$ cat src/rtl/n_to_1_mux.sv
// Parameterized N-to-1 word multiplexer with a combinational output and a registered copy.
// Out-of-range selects (possible only when N is not a power of two) yield zero and raise sel_err.
module n_to_1_mux #(
  parameter int width = 32,
  parameter int N     = 8
) (
  input  logic                     clk,
  input  logic                     rst_n,
  input  logic [width-1:0]         d [0:N-1],
  input  logic [$clog2(N)-1:0]     sel,
  output logic [width-1:0]         m_out,
  output logic [width-1:0]         m_out_q,
  output logic                     sel_err,
  output logic                     sel_err_q
);

  localparam int          SW = $clog2(N);
  localparam int unsigned NU = N;

  // Decoded compare per input keeps the select tree free of out-of-range reads.
  always_comb begin
    m_out   = '0;
    sel_err = 1'b1;
    for (int unsigned i = 0; i < NU; i++) begin
      if (sel == SW'(i)) begin
        m_out   = d[i];
        sel_err = 1'b0;
      end
    end
  end

  always_ff @(posedge clk or negedge rst_n) begin
    if (!rst_n) begin
      m_out_q   <= '0;
      sel_err_q <= 1'b0;
    end else begin
      m_out_q   <= m_out;
      sel_err_q <= sel_err;
    end
  end

endmodule

$ cat config.mk
export PLATFORM = sky130hd
export DESIGN_NAME = n_to_1_mux
export DESIGN_NICKNAME = d
export VERILOG_FILES = /design/src/rtl/n_to_1_mux.sv
export SDC_FILE = /design/constraint.sdc
export NUM_CORES = 1
export LEC_CHECK = 0
export CORE_AREA = 3 3 126 128
export CTS_CLUSTER_SIZE = 28
export DETAILED_ROUTE_END_ITERATION = 12
export DIE_AREA = 0 0 129 131
export DONT_BUFFER_PORTS = 1
export SYNTH_ARGS = -nofsm -noshare
export SYNTH_HDL_FRONTEND = slang
export SYNTH_SLANG_ARGS = --single-unit
$ cat constraint.sdc
create_clock -name clk -period 3.1 [get_ports clk]
set_clock_uncertainty 0.2 [all_clocks]
set_input_delay 0.775 -clock clk [delete_from_list [all_inputs] [get_ports clk]]
set_output_delay 0.775 -clock clk [all_outputs]
set_load 0.005 [all_outputs]
==> images/clock_map.png <==
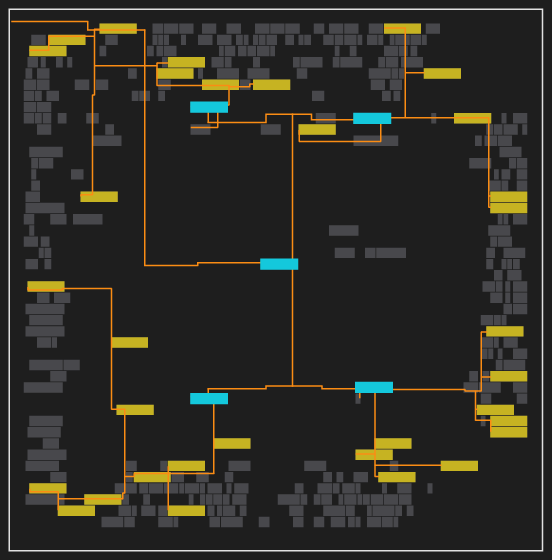
- orange: clock wires (length 770 um)
- cyan: cells driving clock nets (count 5)
- yellow: flip-flops (count 33)
- routed clock nets: 6

==> images/port_nets.png <==
Bar = 50 um.
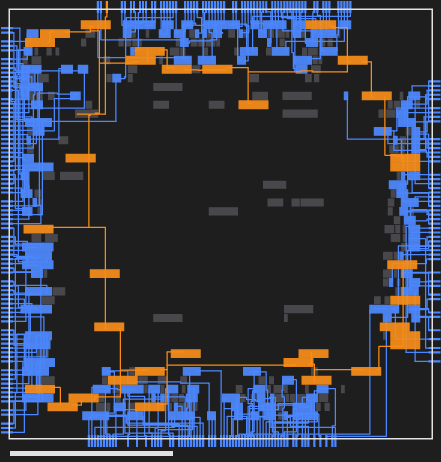
- blue: d (bits 256; direction input; edge 82 left, 64 bottom, 63 top, 47 right; end cells 142; buffers 0; wire 4260 um)
- orange: rst_n (bits 1; direction input; edge top; end cells 33; buffers 1; wire 507 um)
number of buffers added on ports: 0
Top Ports: 327

==> run summary <==
Results of an implementation run.

The run finished with clean final reports. The flow reported a cell area power density of between 300 and 400 nW/um^2. The arrival time reported for the critical path endpoint is 1.90 ns. On the reported timing paths, the clock transition at the registers reads 0.06 ns. Per the synthesis report, the number of distinct cell types is 25. The worst slew margin relative to its limit is 0.549.

On the worst path, the slowest cell contributes a delay of between 0.3 and 0.4 ns. The uppermost metal layer occupied by signal nets is met4. The biggest area contributor in the post-synthesis netlist is sky130_fd_sc_hd__dfrtp_1. The number of synthesized register bits is 33. The overall power after layout is 1.46 mW.

The adder-cell share of the synthesized area is 0. The placeable core region is between 10000 and 15000 sq um. The area fraction in mux cells is 0.256. The main area contributors are sky130_fd_sc_hd__dfrtp_1, sky130_fd_sc_hd__mux2i_1, sky130_fd_sc_hd__a221oi_2, sky130_fd_sc_hd__a21oi_1, sky130_fd_sc_hd__o31a_1. The iteration-0 DRC count of the detailed router is 261. The number of max-capacitance violations reported is 0.

The Yosys chip area is 3440 sq um. The met1 global-route usage is 0.165. The maximum frequency from static timing analysis is ~350 MHz. Counting both buffers and inverters, the worst setup path holds a total of 1. The time the worst path needs with I/O delays and setup is 2.87 ns. The H-tree depth is 2. For reference, the final report shows the max-slew violation count at 0. Per the detail_route report, DRC violations left total 0.

The half-perimeter wire length of the detailed placement result is about 10000 um. The via count of the first global-routing pass is 2949. With fillers left out, the area of the finished cells amounts to 3660 sq um. The initial antenna violation count is 0. In the layout the commonest cells are sky130_fd_sc_hd__mux2i_1, sky130_fd_sc_hd__nand2_1, sky130_fd_sc_hd__a21oi_1, sky130_fd_sc_hd__dfrtp_1.

The count of vias placed by the detailed router is roughly 3100. The total number of clock tree sinks is 33. The commonest register cell is sky130_fd_sc_hd__dfrtp_1.

The worst VDD IR drop from the latest analysis is approximately 0.16 mV. Per STA, the worst path is made up of nor2b_4 > buf_12 > a221oi_2 > a21oi_1 > o31a_1. After detailed placement, the total cell area comes to 3450 sq um. TritonCTS built the clock tree.

Dividing the synthesized area by the synthesized cell count gives 9.56 sq um. Per STA, the worst path accumulates the most delay in the family AND-OR/OR-AND gates. In the final report, the number of hold violations comes to 0. The placement summary gives the final routability congestion estimate as about 0.85. The detailed router put a total of 4910 um of wire on met1.

The startpoint kind of the worst setup timing path is a primary input. The final report lists the setup-violating endpoint count as 0. The CTS report gives the tree buffer count as 5. The final global-route overflow total is 0. In this run, the synthesized area fraction spent on and/or/nand/nor cells is recorded as 0.113. Counting along the longest clock path gives a buffer depth of 2. The first global-routing pass estimated 18200 um of wire. The cell with the largest stage delay on the worst path is sky130_fd_sc_hd__nor2b_4. The highest fanout seen on the critical path is 62. The wire length after detailed routing is around 14000 um.

The cell count after placement is 509. The chip occupies 16900 sq um. The share of synthesized area in the top cell type comes to 0.240.

Setup slack on the worst path after placement came out at -0.140 ns. Per the synthesis report, the AND-OR/OR-AND share of the synthesized area is 0.301. In this run the tools logged warnings totalling 28. The script extracted a total leakage power of 1.39 nW. Entering global routing, the biggest net connects 118 pins.

The finished design was reported to have a net count of 591. For this run, asynchronously set or reset flops after synthesis account for 1.00. The share of the synthesized netlist area taken by xor and xnor gates is 0. The measured slew at the worst slew-check pin is 0.675 ns.

Detailed routing placed a total of 1380 um of wire on met3. The total cells reported by yosys after synthesis is 360. In the setup report, the worst path falls into the class in -> out. The core utilization before placement is 0.230. The nature of the critical path endpoint is an output port.

The first detailed-routing pass ran for 4 iterations. The final worst slack is 0.229 ns. Detailed routing placed a total of 7160 um of wire on met2. The global-route met3 utilization is 0.0463. Setup total negative slack on the finished layout was measured at 0 ns.

The cell area after synthesis is 3440 sq um. The tree is rooted in a sky130_fd_sc_hd__clkbuf_16. Of the cells placed in the final design, the portion with a size suffix greater than 1 is 0.199. The number of flops mapped to enable cells by yosys is 0. The area added between synthesis and finish is 6.36%.

The final antenna diode tally reported by the flow is 0. The layer flagged by global routing as most heavily used is met2. The die width is 129 um. The number of vias per cell is 5.98. According to the floorplan log, the row count is 45. The largest family of logic cells by area is AND-OR/OR-AND gates. The worst min-delay path category is in -> async.

The non-filler instance count after layout is around 520. Hold is met by 0.127 ns. Setup repair after global routing left no endpoint under its margin. The floorplan step set the die height to 131 um.

The Yosys warning count is 0. The portion of the clock cycle consumed by the worst path in the final layout is 0.926. The number of antenna-violating nets in the routed design is 0. The part of the Yosys area used for sequential elements is 0.240.

The cell count after synthesis is roughly 360. The required time at the worst-slack endpoint is 2.12 ns.
==> images/final_congestion.png <==
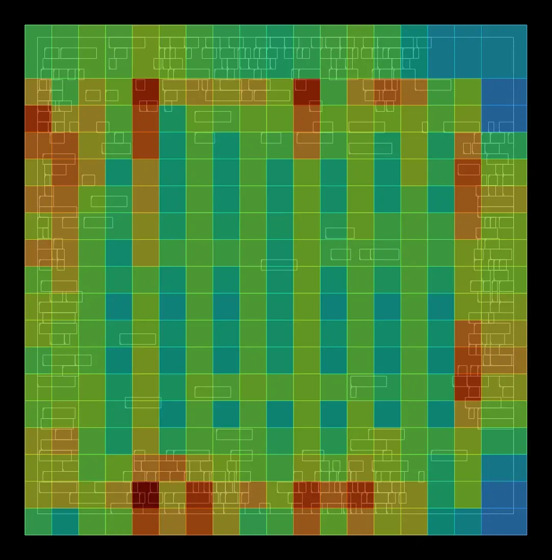
aggregate global-route resource usage: 0.145
GR Util met2: 0.258
end-of-flow core utilization: 0.244
Wirelength per Cell: 26.4 um

==> images/gate_families.png <==
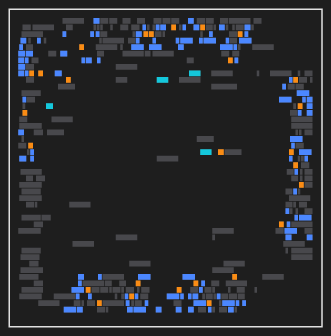
- cyan: NOR gates (cells 4; most used nor2b_4; where top middle)
- orange: AND and OR gates (cells 27; most used or2_2; where spread over the die)
- blue: inverting AOI/OAI gates (cells 104; most used a21oi_1; where spread over the die)

report_power, final:
part           internal, mW  total, mW  leakage [nW]  switching [mW]
Sequential            0.483      0.522         0.374          0.0382
Clock                 0.402      0.605        0.0841           0.203
Combinational         0.173      0.335         0.928           0.161
Total                  1.06       1.46          1.39           0.402
layout make-up:
cell class / instances / area, sq um
sequential: 33 / 826
multi-input combinational: 285 / 2340
tap: 188 / 235
clock inverter: 1 / 30.0
timing repair buffer: 5 / 87.6
fill: 1618 / 11300
clock buffer: 7 / 143
registers in the layout (all words and copies together), names as in the netlist:
name       cells
m_out_q       32
sel_err_q      1
worst paths after layout:
check / start / to / slack, ns / depth (start not counted)
worst max-delay path: sel[2] / m_out[26] / 0.23 / 5
worst min-delay path: rst_n / m_out_q[7] / 0.13 / 1
max in group asynchronous: rst_n / m_out_q[20] / 2.37 / 1
min in group clk: sel[2] / m_out_q[1] / 0.52 / 1
repair_timing:
action,CTS,global route
setup endpoints to repair,17,0
hold buffers,1,0
endpoints found under the hold margin,33,0
gates resized,1,0
buffers inserted,0,0
synthesized netlist by cell type, types with 9 or more instances:
library cell               instances
sky130_fd_sc_hd__buf_2            17
sky130_fd_sc_hd__buf_6            11
sky130_fd_sc_hd__dfrtp_1          33
sky130_fd_sc_hd__or2_0             9
sky130_fd_sc_hd__nand2_1          52
sky130_fd_sc_hd__a221oi_2         20
sky130_fd_sc_hd__a21oi_1          52
sky130_fd_sc_hd__mux2i_1          52
sky130_fd_sc_hd__or2_2            17
sky130_fd_sc_hd__o31a_1           26
sky130_fd_sc_hd__a22oi_1          26
sky130_fd_sc_hd__clkbuf_1          9
cells by family after synthesis:
family	count (synthesis)
mux	70
flops	33
compound gates	130
buf+inv	44
simple gates	82
other cells	1
Power and IR drop assume default switching activity.
